[src/rtl/wave_hold_if.sv]
// Handshake and read bundle for the waveform hold buffer.
// Ports: writer strobe/sample, live switch, read request/address, read result, status flags.
interface wave_hold_if #(
  parameter int DATA_W = 12,
  parameter int ADDR_W = 8
);
  logic              sample_valid;
  logic [DATA_W-1:0] sample_in;
  logic              live_sw;
  logic              rd_en;
  logic [ADDR_W-1:0] rd_addr;
  logic [DATA_W-1:0] rd_data;
  logic              rd_valid;
  logic              frozen;
  logic              fill_full;

  modport master (
    output sample_valid,
    output sample_in,
    output live_sw,
    output rd_en,
    output rd_addr,
    input  rd_data,
    input  rd_valid,
    input  frozen,
    input  fill_full
  );

  modport slave (
    input  sample_valid,
    input  sample_in,
    input  live_sw,
    input  rd_en,
    input  rd_addr,
    output rd_data,
    output rd_valid,
    output frozen,
    output fill_full
  );
endinterface

[src/rtl/wave_hold_buffer.sv]
// Circular sample store with live/hold capture and oldest-first logical reads.
// Ports: wave_clock, rst_n (sync, active low), bus (wave_hold_if.slave).
module wave_hold_buffer #(
  parameter int DATA_W       = 12,
  parameter int ADDR_W       = 8,
  parameter int POST_SAMPLES = 128
) (
  input logic        wave_clock,
  input logic        rst_n,
  wave_hold_if.slave bus
);
  localparam int DEPTH = 1 << ADDR_W;
  localparam logic [ADDR_W:0] FULL_CNT = (ADDR_W+1)'(DEPTH);
  localparam logic [ADDR_W:0] POST_N = (ADDR_W+1)'(POST_SAMPLES);

  typedef enum logic [1:0] {
    LIVE   = 2'd0,
    DRAIN  = 2'd1,
    FROZEN = 2'd2
  } state_t;

  state_t            state;
  state_t            state_nx;
  logic [ADDR_W:0]   post_cnt;
  logic [ADDR_W:0]   post_nx;
  logic [ADDR_W-1:0] wr_ptr;
  logic [ADDR_W:0]   fill_cnt;
  logic [DATA_W-1:0] mem [DEPTH];
  logic              wr_en;
  logic              full;
  logic              rd_hole;
  logic [ADDR_W-1:0] rd_phys;

  always_ff @(posedge wave_clock) begin
    if (!rst_n) begin
      state    <= LIVE;
      post_cnt <= '0;
    end else begin
      state    <= state_nx;
      post_cnt <= post_nx;
    end
  end

  always_comb begin
    state_nx = state;
    post_nx  = post_cnt;
    unique case (state)
      LIVE: begin
        if (!bus.live_sw) begin
          if (POST_N == '0) begin
            state_nx = FROZEN;
          end else begin
            state_nx = DRAIN;
            post_nx  = POST_N;
          end
        end
      end
      DRAIN: begin
        if (bus.live_sw) begin
          state_nx = LIVE;
          post_nx  = '0;
        end else if (bus.sample_valid) begin
          // the write that empties the counter is stored, then we freeze
          post_nx = post_cnt - 1'b1;
          if (post_cnt == 1) state_nx = FROZEN;
        end
      end
      FROZEN: begin
        if (bus.live_sw) state_nx = LIVE;
      end
      default: begin
        state_nx = LIVE;
        post_nx  = '0;
      end
    endcase
  end

  always_comb begin
    bus.frozen = (state == FROZEN);
  end

  assign full          = (fill_cnt == FULL_CNT);
  assign bus.fill_full = full;
  assign wr_en = rst_n && bus.sample_valid && (state != FROZEN);

  // once wrapped, the slot at wr_ptr holds the oldest sample
  assign rd_phys = full ? (wr_ptr + bus.rd_addr) : bus.rd_addr;
  assign rd_hole = !full && ({1'b0, bus.rd_addr} >= fill_cnt);

  // memory has no reset; read-first falls out of non-blocking update
  always_ff @(posedge wave_clock) begin
    if (wr_en) mem[wr_ptr] <= bus.sample_in;
  end

  always_ff @(posedge wave_clock) begin
    if (!rst_n) begin
      wr_ptr       <= '0;
      fill_cnt     <= '0;
      bus.rd_data  <= '0;
      bus.rd_valid <= 1'b0;
    end else begin
      if (wr_en) begin
        wr_ptr <= wr_ptr + 1'b1;
        if (!full) fill_cnt <= fill_cnt + 1'b1;
      end
      bus.rd_valid <= bus.rd_en;
      if (bus.rd_en) begin
        bus.rd_data <= rd_hole ? '0 : mem[rd_phys];
      end
    end
  end
endmodule

[src/flat_wrapper.sv]
// flat-port wrapper written by rule: the top's interface ports become plain ports
module wave_hold_buffer_flat 
#(
  parameter int DATA_W       = 12,
  parameter int ADDR_W       = 8,
  parameter int POST_SAMPLES = 128
)
  (wave_clock, rst_n, bus_sample_valid, bus_sample_in, bus_live_sw, bus_rd_en, bus_rd_addr, bus_rd_data, bus_rd_valid, bus_frozen, bus_fill_full);
  wave_hold_if #(.DATA_W(DATA_W), .ADDR_W(ADDR_W)) bus_i ();
  input logic wave_clock;
  input logic rst_n;
  input wire logic [$bits(bus_i.sample_valid)-1:0] bus_sample_valid;
  input wire logic [$bits(bus_i.sample_in)-1:0] bus_sample_in;
  input wire logic [$bits(bus_i.live_sw)-1:0] bus_live_sw;
  input wire logic [$bits(bus_i.rd_en)-1:0] bus_rd_en;
  input wire logic [$bits(bus_i.rd_addr)-1:0] bus_rd_addr;
  output wire logic [$bits(bus_i.rd_data)-1:0] bus_rd_data;
  output wire logic [$bits(bus_i.rd_valid)-1:0] bus_rd_valid;
  output wire logic [$bits(bus_i.frozen)-1:0] bus_frozen;
  output wire logic [$bits(bus_i.fill_full)-1:0] bus_fill_full;
  assign bus_i.sample_valid = bus_sample_valid;
  assign bus_i.sample_in = bus_sample_in;
  assign bus_i.live_sw = bus_live_sw;
  assign bus_i.rd_en = bus_rd_en;
  assign bus_i.rd_addr = bus_rd_addr;
  assign bus_rd_data = bus_i.rd_data;
  assign bus_rd_valid = bus_i.rd_valid;
  assign bus_frozen = bus_i.frozen;
  assign bus_fill_full = bus_i.fill_full;
  wave_hold_buffer #(.DATA_W(DATA_W), .ADDR_W(ADDR_W), .POST_SAMPLES(POST_SAMPLES)) u_core (.wave_clock(wave_clock), .rst_n(rst_n), .bus(bus_i));
endmodule
[config.mk]
export PLATFORM = sky130hd
export DESIGN_NAME = wave_hold_buffer_flat
export DESIGN_NICKNAME = d
export VERILOG_FILES = /design/src/rtl/wave_hold_if.sv /design/src/rtl/wave_hold_buffer.sv /design/src/flat_wrapper.sv
export SDC_FILE = /design/constraint.sdc
export NUM_CORES = 2
export LEC_CHECK = 0
export CAP_MARGIN = 20
export CORE_MARGIN = 1.5
export CORE_UTILIZATION = 60
export CTS_BUF_LIST = sky130_fd_sc_hd__clkbuf_4 sky130_fd_sc_hd__clkbuf_8
export CTS_CLUSTER_DIAMETER = 120
export DETAILED_ROUTE_END_ITERATION = 7
export DONT_BUFFER_PORTS = 1
export PLACE_DENSITY = 0.72
export SLEW_MARGIN = 40
export SYNTH_ARGS = -nofsm -noshare
export SYNTH_HDL_FRONTEND = slang
export SYNTH_SLANG_ARGS = --single-unit
[constraint.sdc]
create_clock -name wave_clock -period 4.81 [get_ports wave_clock]
set_clock_uncertainty 0.15 [all_clocks]
set_input_delay 0.7215 -clock wave_clock [delete_from_list [all_inputs] [get_ports wave_clock]]
set_output_delay 0.7215 -clock wave_clock [all_outputs]
set_load 0.05 [all_outputs]
==> results.yml <==
# physical design summary
setup_path:
  crit_start: "u_core.fill_cnt[2]"
  cp-end-kind: "flip-flop"
  critPathMaxStageDelay_ns: 0.59
  crit_path_start_kind: "flip-flop"
  r2r_cells: 15
place:
  dp_hpwl_um: 259000
pwr:
  powerComb_w: 0.00395
  switching_share_pct: 23.4
  p_leak_nw: 49.5
  p_seq_share_pct: 53.6
  p_per_area_nw_per_um2: 386
sta:
  setup-violations-final: 1
  worst_slack_ns: -0.00547
  fin_hold_ws_ns: 0.0575
finish:
  comb_share_pct: 20.2
  largestClassByArea: "sequential cells"
  buffers: 949
  syn2layout_area_growth_pct: 15.8
  comb_area_um2: 29100
  diodes: 19
  clk_share_pct: 6.46
clocking:
  cts_root_buf: "clkbuf_8"
  cts_buffers: 487
  clock_sinks: 3113
detailed_routing:
  wl_met2_um: 183000
  drc: 0
floorplanning:
  n_tap_cell: 2704
  fp_util_pct: 60.3
  ioPinCount: 40
outcome:
  violations: "setup timing"
  outcome: "finished with violations"
global_route:
  grt_max_degree: 257
  antenna_found_initial: 29
synth:
  ys_warn_count: 0
  logic_family: "simple AND/OR/NAND/NOR gates"
==> registers in the layout, indices dropped and copies added, names as in the netlist <==
register,cells
u_core.state,2
u_core.bus.rd_data,12
u_core.fill_cnt,9
u_core.mem,3072
u_core.bus.rd_valid,1
u_core.wr_ptr,8
u_core.post_cnt,9
==> Yosys cell counts (all sizes together) (18+ instances only) <==
cell type	count
nor3	32
clkbuf	223
a2111oi	45
nor4	43
and3	282
nand2	1631
o211ai	27
and2	23
nand4	99
buf	380
edfxtp	3072
mux2i	256
nor2	332
xnor2	18
a211oi	206
a32o	24
a221oi	40
a32oi	172
inv	21
dfxtp	41
a31oi	125
a311oi	113
nand3	518
nand2b	34
ha	23
a22oi	48
mux4	130
a21oi	128
o21ai	103
o22ai	23
**Sequential cells grouped by signal name**

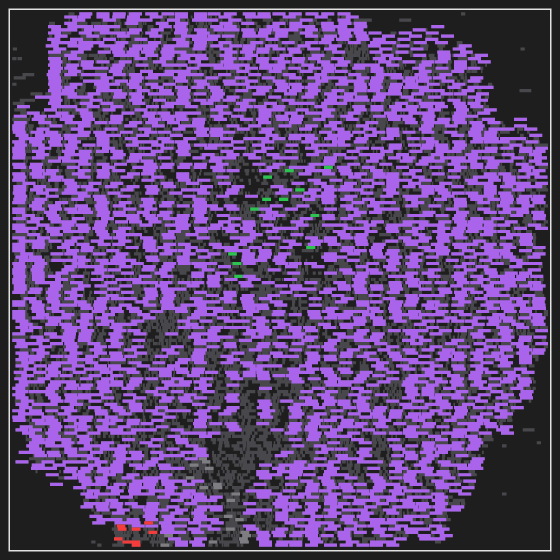
- red: u_core.post_cnt (placed flops 9; where south-west)
- green: u_core.bus.rd_data (placed flops 12)
- purple: u_core.mem (placed flops 3072; where widely spread)
- not colored: 20
flop share of the area: 64.5%
area of all sequential standard cells: 93100 µm²
power in sequential cells: 0.0299 W

**M1 wires**

Supply wires on this layer in gray.
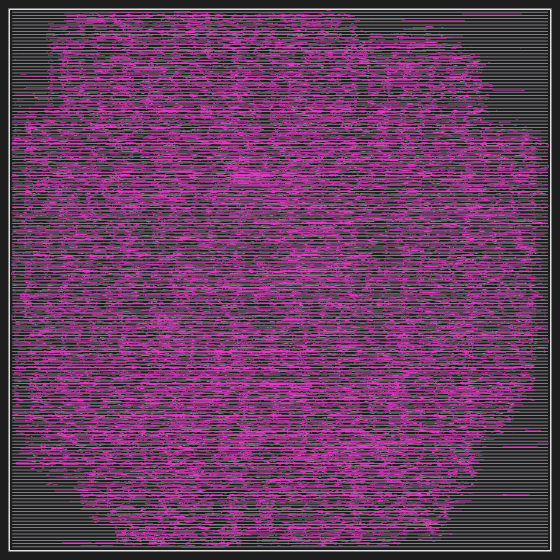
- share of all routed wire: 34%
- nets with wire on the layer: 8895
via count: 85.5k
met1 global-route usage: 52.3%
final WL: 423000 µm

**Supply network**

Pins as bars on the die edge.
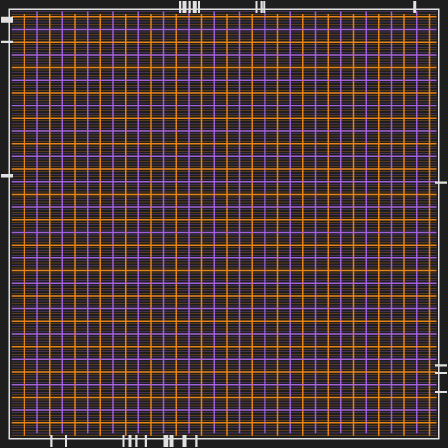
- purple: VDD
- orange: VSS
- met1 rails: 168
- met4 straps: 33
- met5 straps: 33
peak supply drop: 0.354 mV
Die Height: 459 µm
Core Footprint: 207000 µm²

**The clock network**

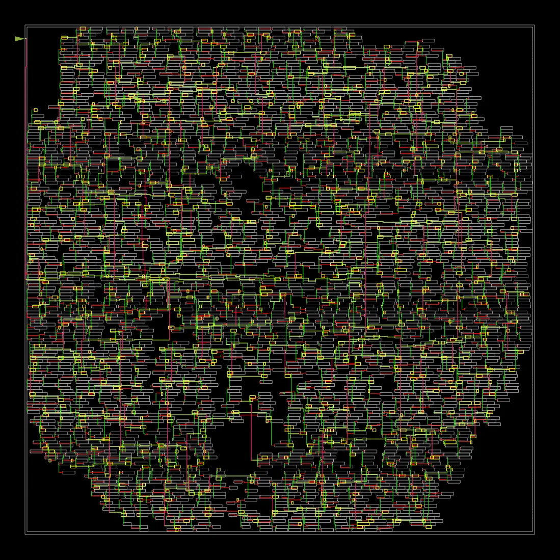
seq_cells: 3113
Clock group: 0.0219 W

Power and IR drop assume default switching activity.
